==> run_1/zoom.png <==
Region (17, 78) to (42, 103) um. Cells in gray, sequential cells in the stronger gray; small squares are vias.
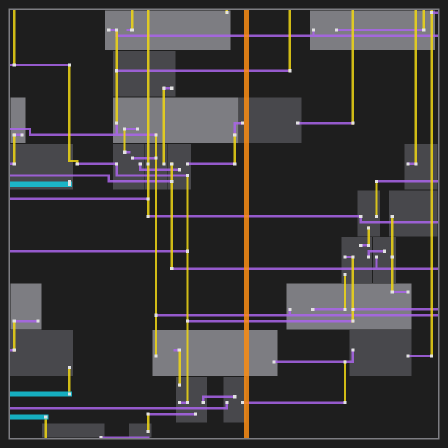
==> run_1/drive_strength.png <==
(3 px per um)
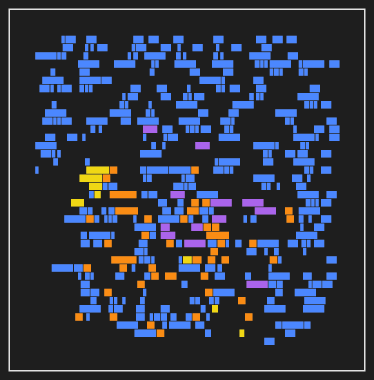
==> run_1/met1.png <==
(4 px per um)
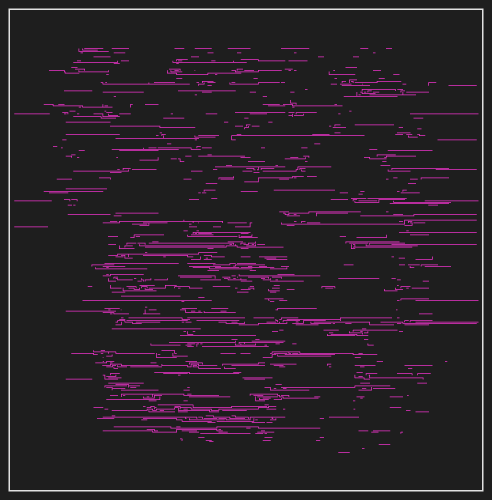
==> run_1/final_congestion.png <==
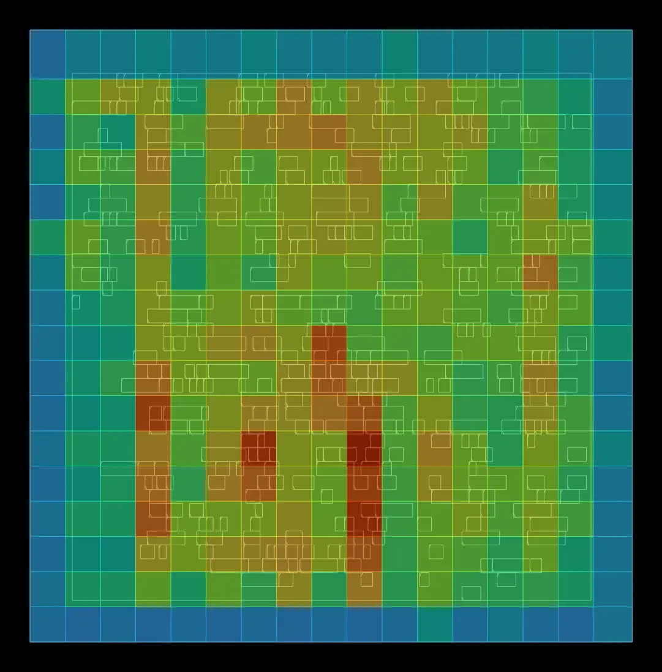
<file path="config.mk">
export PLATFORM = sky130hd
export DESIGN_NAME = coreaxitoahbl_cdc_handshake_tx_flat
export DESIGN_NICKNAME = d
export VERILOG_FILES = /design/src/rtl/coreaxitoahbl_cdc_handshake_tx_if.sv /design/src/rtl/coreaxitoahbl_cdc_handshake_tx.sv /design/src/flat_wrapper.sv
export SDC_FILE = /design/constraint.sdc
export NUM_CORES = 1
export LEC_CHECK = 0
export CAP_MARGIN = 20
export CELL_PAD_IN_SITES_DETAIL_PLACEMENT = 0
export CELL_PAD_IN_SITES_GLOBAL_PLACEMENT = 2
export CORE_AREA = 8 8 110 112
export DETAILED_ROUTE_END_ITERATION = 10
export DIE_AREA = 0 0 118 120
export PLACE_DENSITY_LB_ADDON = 0.1
export SKIP_LAST_GASP = 1
export SLEW_MARGIN = 20
export SYNTH_ARGS = -nofsm -noshare
export SYNTH_HDL_FRONTEND = slang
export SYNTH_SLANG_ARGS = --single-unit
</file>
<file path="constraint.sdc">
create_clock -name CLK -period 2.05 [get_ports CLK]
set_clock_uncertainty 0.2 [all_clocks]
set_input_delay 0.3075 -clock CLK [delete_from_list [all_inputs] [get_ports CLK]]
set_output_delay 0.3075 -clock CLK [all_outputs]
set_load 0.02 [all_outputs]
</file>
<file path="src/rtl/coreaxitoahbl_cdc_handshake_tx_if.sv">
// Source-side handshake bundle: local word hand-off plus toggle req/ack crossing
interface coreaxitoahbl_cdc_handshake_tx_if #(
  parameter int unsigned DATA_WIDTH = 32
);
  logic                  srcValid;
  logic [DATA_WIDTH-1:0] srcData;
  logic                  srcReady;
  logic [DATA_WIDTH-1:0] xferData;
  logic                  xferReq;
  logic                  xferAck;
  logic                  xferDone;
  logic                  clrErr;
  logic                  timeoutErr;

  // Transmitter side
  modport slave (
    input  srcValid, srcData, xferAck, clrErr,
    output srcReady, xferData, xferReq, xferDone, timeoutErr
  );

  // Local producer / far-domain side
  modport master (
    output srcValid, srcData, xferAck, clrErr,
    input  srcReady, xferData, xferReq, xferDone, timeoutErr
  );
endinterface

</file>
<file path="src/rtl/coreaxitoahbl_cdc_handshake_tx.sv">
// Transmit end of a toggle req/ack clock-domain crossing: captures a word,
// holds it on xferData, toggles xferReq and waits for the synchronized ack.
module coreaxitoahbl_cdc_handshake_tx #(
  parameter int unsigned DATA_WIDTH       = 32,
  parameter int unsigned NO_OF_REG_STAGES = 2,
  parameter int unsigned ACK_TIMEOUT      = 0
) (
  input logic                              CLK,
  input logic                              RESET,
  coreaxitoahbl_cdc_handshake_tx_if.slave  bus
);

  typedef enum logic [1:0] {FLUSH, IDLE, WAIT_ACK} state_e;

  localparam logic [15:0] FLUSH_LAST = 16'(NO_OF_REG_STAGES + 1);
  localparam logic [15:0] TIMEOUT    = 16'(ACK_TIMEOUT);

  state_e                      state_q, state_d;
  logic [NO_OF_REG_STAGES-1:0] sync_q;
  logic [15:0]                 cnt_q, cnt_d, cnt_inc;
  logic [DATA_WIDTH-1:0]       data_q, data_d;
  logic                        req_q, req_d;
  logic                        ready_q, ready_d;
  logic                        done_q, done_d;
  logic                        err_q, err_d;
  logic                        ack_sync;

  assign ack_sync = sync_q[NO_OF_REG_STAGES-1];
  assign cnt_inc  = cnt_q + 16'd1;

  // State, ack synchronizer and registered outputs
  always_ff @(posedge CLK) begin
    if (RESET) begin
      state_q <= FLUSH;
      sync_q  <= '0;
      cnt_q   <= '0;
      data_q  <= '0;
      req_q   <= 1'b0;
      ready_q <= 1'b0;
      done_q  <= 1'b0;
      err_q   <= 1'b0;
    end else begin
      state_q <= state_d;
      sync_q  <= {sync_q[NO_OF_REG_STAGES-2:0], bus.xferAck};
      cnt_q   <= cnt_d;
      data_q  <= data_d;
      req_q   <= req_d;
      ready_q <= ready_d;
      done_q  <= done_d;
      err_q   <= err_d;
    end
  end

  // Next-state selection
  always_comb begin
    state_d = state_q;
    case (state_q)
      FLUSH:    if (cnt_q == FLUSH_LAST) state_d = IDLE;
      IDLE:     if (bus.srcValid) state_d = WAIT_ACK;
      WAIT_ACK: if (ack_sync == req_q) state_d = IDLE;
      default:  state_d = FLUSH;
    endcase
  end

  // Next values of the registered outputs and the shared flush/timeout counter
  always_comb begin
    cnt_d   = cnt_q;
    data_d  = data_q;
    req_d   = req_q;
    ready_d = 1'b0;
    done_d  = 1'b0;
    // clear first so a same-cycle timeout set below takes priority
    err_d   = bus.clrErr ? 1'b0 : err_q;
    case (state_q)
      FLUSH: begin
        if (cnt_q == FLUSH_LAST) ready_d = 1'b1;
        else                     cnt_d   = cnt_inc;
      end
      IDLE: begin
        if (bus.srcValid) begin
          data_d = bus.srcData;
          req_d  = ~req_q;
          cnt_d  = '0;
        end else begin
          ready_d = 1'b1;
        end
      end
      WAIT_ACK: begin
        if (cnt_q != '1) cnt_d = cnt_inc;
        // fires only on the cycle the counter first reaches the limit
        if ((TIMEOUT != 16'd0) && (cnt_q != '1) && (cnt_inc == TIMEOUT)) err_d = 1'b1;
        if (ack_sync == req_q) begin
          done_d  = 1'b1;
          ready_d = 1'b1;
        end
      end
      default: ;
    endcase
  end

  assign bus.srcReady   = ready_q;
  assign bus.xferData   = data_q;
  assign bus.xferReq    = req_q;
  assign bus.xferDone   = done_q;
  assign bus.timeoutErr = err_q;

endmodule

</file>
<file path="src/flat_wrapper.sv">
// flat-port wrapper written by rule: the top's interface ports become plain ports
module coreaxitoahbl_cdc_handshake_tx_flat 
#(
  parameter int unsigned DATA_WIDTH       = 32,
  parameter int unsigned NO_OF_REG_STAGES = 2,
  parameter int unsigned ACK_TIMEOUT      = 0
)
  (CLK, RESET, bus_srcValid, bus_srcData, bus_xferAck, bus_clrErr, bus_srcReady, bus_xferData, bus_xferReq, bus_xferDone, bus_timeoutErr);
  coreaxitoahbl_cdc_handshake_tx_if #(.DATA_WIDTH(DATA_WIDTH)) bus_i ();
  input logic CLK;
  input logic RESET;
  input wire logic [$bits(bus_i.srcValid)-1:0] bus_srcValid;
  input wire logic [$bits(bus_i.srcData)-1:0] bus_srcData;
  input wire logic [$bits(bus_i.xferAck)-1:0] bus_xferAck;
  input wire logic [$bits(bus_i.clrErr)-1:0] bus_clrErr;
  output wire logic [$bits(bus_i.srcReady)-1:0] bus_srcReady;
  output wire logic [$bits(bus_i.xferData)-1:0] bus_xferData;
  output wire logic [$bits(bus_i.xferReq)-1:0] bus_xferReq;
  output wire logic [$bits(bus_i.xferDone)-1:0] bus_xferDone;
  output wire logic [$bits(bus_i.timeoutErr)-1:0] bus_timeoutErr;
  assign bus_i.srcValid = bus_srcValid;
  assign bus_i.srcData = bus_srcData;
  assign bus_i.xferAck = bus_xferAck;
  assign bus_i.clrErr = bus_clrErr;
  assign bus_srcReady = bus_i.srcReady;
  assign bus_xferData = bus_i.xferData;
  assign bus_xferReq = bus_i.xferReq;
  assign bus_xferDone = bus_i.xferDone;
  assign bus_timeoutErr = bus_i.timeoutErr;
  coreaxitoahbl_cdc_handshake_tx #(.DATA_WIDTH(DATA_WIDTH), .NO_OF_REG_STAGES(NO_OF_REG_STAGES), .ACK_TIMEOUT(ACK_TIMEOUT)) u_core (.CLK(CLK), .RESET(RESET), .bus(bus_i));
endmodule
</file>
==> notes.md, run 1 <==
Implementation numbers.

- For this run, the final setup violation count is recorded as 1.
- The checks that failed: setup timing.
- The skew report gives the latency at the later pin of the worst-skew pair as 0.31 ns.
- The routed design could run at a clock period as short as 2.060 ns.
- The height of the die is 120 um.
- During I/O placement, the number of pins put on the boundary was 73.
- In the synthesized netlist, the dominant kind of combinational cell is simple AND/OR/NAND/NOR gates.
- The unique cell type count in the Yosys netlist reads 50.
- Looking at the reg2reg group, the worst path ends at u_core.cnt_q[10].
- The run finished, with violations left.
- The layout summary lists the proportion of cells stronger than drive strength 1 as 0.1628.
- Power spread over the standard cell area amounts to 708.9 nW/um^2.
- In the detailed route, the total length drawn on met3 is 342 um.
- The cell count listed in synth_stat.txt reads 291.
- The maximum root-to-sink buffer count is 2.
- The path with the worst hold slack has its endpoint at u_core.bus.xferData[4].
- The global placer's final weighted congestion is 0.7616.
- The met3 usage is 0.02536.
- The via count of the first global-routing pass reads 2414.
- Across all setup checks in the final design, the least slack found is -0.01020 ns.
- The setup TNS after final layout is -0.01020 ns.
- According to the report, the first pass of detailed routing completed in 4 iterations.
## Picture notes: zoom.png
layer	color
met3	cyan
met2	yellow
met4	orange
met1	purple
most frequent	clkdlybuf4s50_1 (7), nand2_1 (5), dfxtp_1 (5)
cells with their middle in the window	20
sequential cells in the window	5
netlist names of flops here include	u_core.bus.xferData (5)

## Picture notes: drive_strength.png
size	color	cells	share
drive 6 and up	purple	12	3.1%
drive 3 to 4	orange	43	11%
drive 1 or less	blue	324	84%
drive 2	yellow	8	2.1%
setup slack of the critical path after layout: -0.01020 ns
synthesis-to-finish area growth: 51.22%
layout buffer count excluding clock buffers: 110

## Picture notes: met1.png
share of all routed wire	45%
longest straight run	33.1 um
nets with wire on the layer	386
main direction	horizontal
wire length on this layer	3540 um
Vias: 2393
final routed wirelength across all metal layers: 7862 um
Global Route met1 Usage: 0.1320

## Picture notes: final_congestion.png
routed length per instance: 14.92 um
layer with the highest usage: met2
GRT Resource Usage Total: 0.1104

[run 1: power by group through the flow]
stage          Combinational (mW)  Sequential (mW)  Clock (mW)
2_1_floorplan               0.311             1.24           0
3_3_place_gp                0.736             1.20           0
3_5_place_dp                0.733             1.20           0
4_1_cts                     0.747             1.18       0.674
5_1_grt                     0.848             1.20       0.715
6_report                    0.775             1.19       0.626
[run 1: registers in the layout, indices dropped and copies added (netlist names)]
name                 cells
u_core.state_q           2
u_core.cnt_q            16
u_core.sync_q            2
u_core.bus.srcReady      1
u_core.bus.xferDone      1
u_core.bus.xferReq       1
u_core.bus.xferData     32
==> run 1 -> run 2 <==
--- a/config.mk
+++ b/config.mk
@@ -12,6 +12,7 @@
 export DETAILED_ROUTE_END_ITERATION = 10
 export DIE_AREA = 0 0 118 120
 export PLACE_DENSITY_LB_ADDON = 0.1
+export RECOVER_POWER = 100
 export SKIP_LAST_GASP = 1
 export SLEW_MARGIN = 20
 export SYNTH_ARGS = -nofsm -noshare
==> run_2/met1.png <==
(4 px per um)
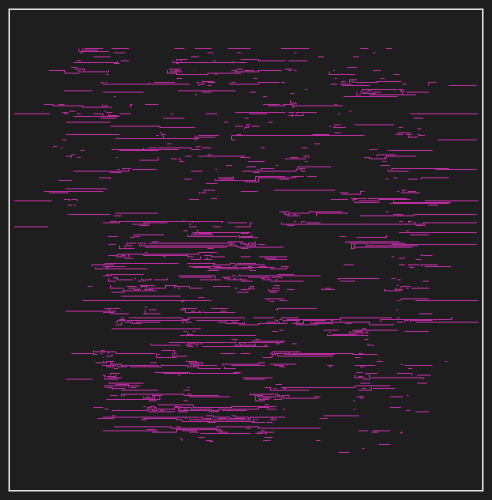
main direction	horizontal
wire length on this layer	3540 um
share of all routed wire	45%
nets with wire on the layer	386
final routed wirelength across all metal layers: 7866 um
Vias: 2395

==> run_2/drive_strength.png <==
(3 px per um)
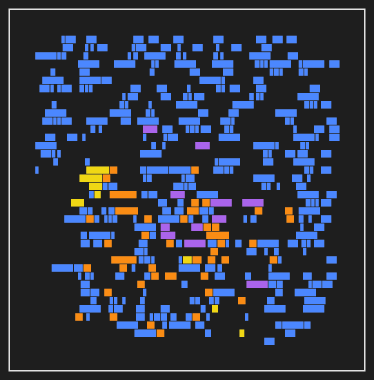
size	color	cells	share
drive 6 and up	purple	11	2.8%
drive 3 to 4	orange	43	11%
drive 1 or less	blue	325	84%
drive 2	yellow	8	2.1%
final cell area excluding filler cells: 3633 um^2
synthesis-to-finish area growth: 50.54%
setup slack of the critical path after layout: -0.01020 ns

==> notes.md, run 2 <==
Implementation numbers.

- Status: finished with violations (unchanged).
- Violations in the final reports: setup timing (unchanged).
- Most frequent cells after synthesis: 76 x sky130_fd_sc_hd__nand2_1, 55 x sky130_fd_sc_hd__dfxtp_1, 41 x sky130_fd_sc_hd__a21oi_1, 11 x sky130_fd_sc_hd__nor2_1, 8 x sky130_fd_sc_hd__clkbuf_1 (unchanged).
- The proportion of layout cells with a drive suffix above 1 is 0.1602 (was 0.1628).
- The sequential power reads 1.19 mW (about the same).
- The total half-perimeter wirelength after legalization and detailed placement is 5685 um (unchanged).
- The end of the worst register-to-register path is u_core.cnt_q[10] (unchanged).
- The post-synthesis net count is 329 (unchanged).
- The number of iterations in the first detailed-routing pass reads 4 (unchanged).
- The slack of the critical path is -0.01020 ns (about the same).
- The register share after synthesis is 0.4562 (unchanged).
- Most frequent logic cells in the routed design: 76 x sky130_fd_sc_hd__nand2_1, 53 x sky130_fd_sc_hd__dfxtp_1, 46 x sky130_fd_sc_hd__clkdlybuf4s50_1, 41 x sky130_fd_sc_hd__a21oi_1, 34 x sky130_fd_sc_hd__buf_4 (was 76 x sky130_fd_sc_hd__nand2_1, 69 x sky130_fd_sc_hd__clkdlybuf4s50_1, 53 x sky130_fd_sc_hd__dfxtp_1, 41 x sky130_fd_sc_hd__a21oi_1, 35 x sky130_fd_sc_hd__buf_4).
- The worst endpoint data arrival time reads 2.05 ns (about the same).
- The flip-flop count of the largest register after layout is 32 (unchanged).
- The met3 usage reads 0.02536 (unchanged).
- The worst min-delay path endpoint is u_core.bus.xferData[4] (unchanged).
- The final period demand of the worst path is 2.060 ns (about the same).
- The critical path data required time was 2.04 ns (about the same).
- The via count of the first global-routing pass is 2414 (unchanged).
- The horizontal die size reads 118 um (unchanged).
- The post-layout period usage of the worst path reads 1.005 (about the same).
- The worst setup path startpoint reads u_core.cnt_q[0] (unchanged).
- The unique cell type count in the Yosys netlist came to 50 (unchanged).
- The height of the die is 120 um (unchanged).
- The highest routed metal layer reads met4 (unchanged).
- The overall routing resource usage reads 0.1104 (unchanged).
- The leading power group is sequential cells (unchanged).
- The stage-log warning count is 29 (unchanged).
- The power in the clock group is 0.626 mW (about the same).
- The routed length per placed instance reads 14.93 um (was 14.92 um).
- The post-synthesis area per instance is 8.294 um^2 (unchanged).
- The maximum root-to-sink buffer count is 2 (unchanged).
- The maximum level of the CTS H-tree reads 2 (unchanged).
- The cell count listed in synth_stat.txt came to 291 (unchanged).
- The power density of the placed cells is 707.8 nW/um^2 (was 708.9 nW/um^2).
- The amount of wire on met3 after detailed routing is 348 um (was 342 um).
- The clock tree from TritonCTS reads built (unchanged).
- The net switching component of the power is 0.8127 mW (was 0.8139 mW).
- The met1 capacity usage during global routing is 0.1320 (unchanged).
- The reported combinational group power reads 0.760 mW (was 0.775 mW).
- The routing layer with the top usage in global route reads met2 (unchanged).
- The setup TNS after final layout came to -0.01020 ns (about the same).
- The worst hold path stage count reads 2 (unchanged).
- The leading area contributor after synthesis is sky130_fd_sc_hd__dfxtp_1 (unchanged).
- The clock insertion delay at the later pin of the skew report reads 0.31 ns (about the same).
- The global route total overflow is 0 (unchanged).
- The global placer's final weighted congestion reads 0.7616 (unchanged).
- The count of unresolved DRC violations after routing is 0 (unchanged).
- The number of I/O pins reads 73 (unchanged).
- The total setup violations reported at the end of the flow reads 1 (unchanged).
## run 2: cell counts after synthesis
No cell type changed its count.
## run 2: cell families (layout without fill, tap and decap cells)
logic type / count (synthesis) / in the layout / share of synthesized area
xor gates and xnor gates: 2 / 2 / 0.007259
DFF: 55 / 55 / 0.4562
buffers and inverters: 25 / 121 / 0.05235
AOI/OAI and AO/OA: 80 / 80 / 0.2182
adders and majority gates: 1 / 1 / 0.005183
muxes: 2 / 2 / 0.008295
other: 1 / 1 / 0.001554
and+or+nand+nor: 125 / 125 / 0.2509
## run 2: cell type report
class / count / area, um^2
clock buffer: 6 / 72.57
clock inverter: 2 / 16.27
fill: 1115 / 6874
inverter: 3 / 11.26
multi-input combinational: 211 / 1221
sequential: 55 / 1104
tap: 140 / 175.2
timing repair buffer: 110 / 1033
Power figures rest on the tool's default switching activity, not on a simulated workload.
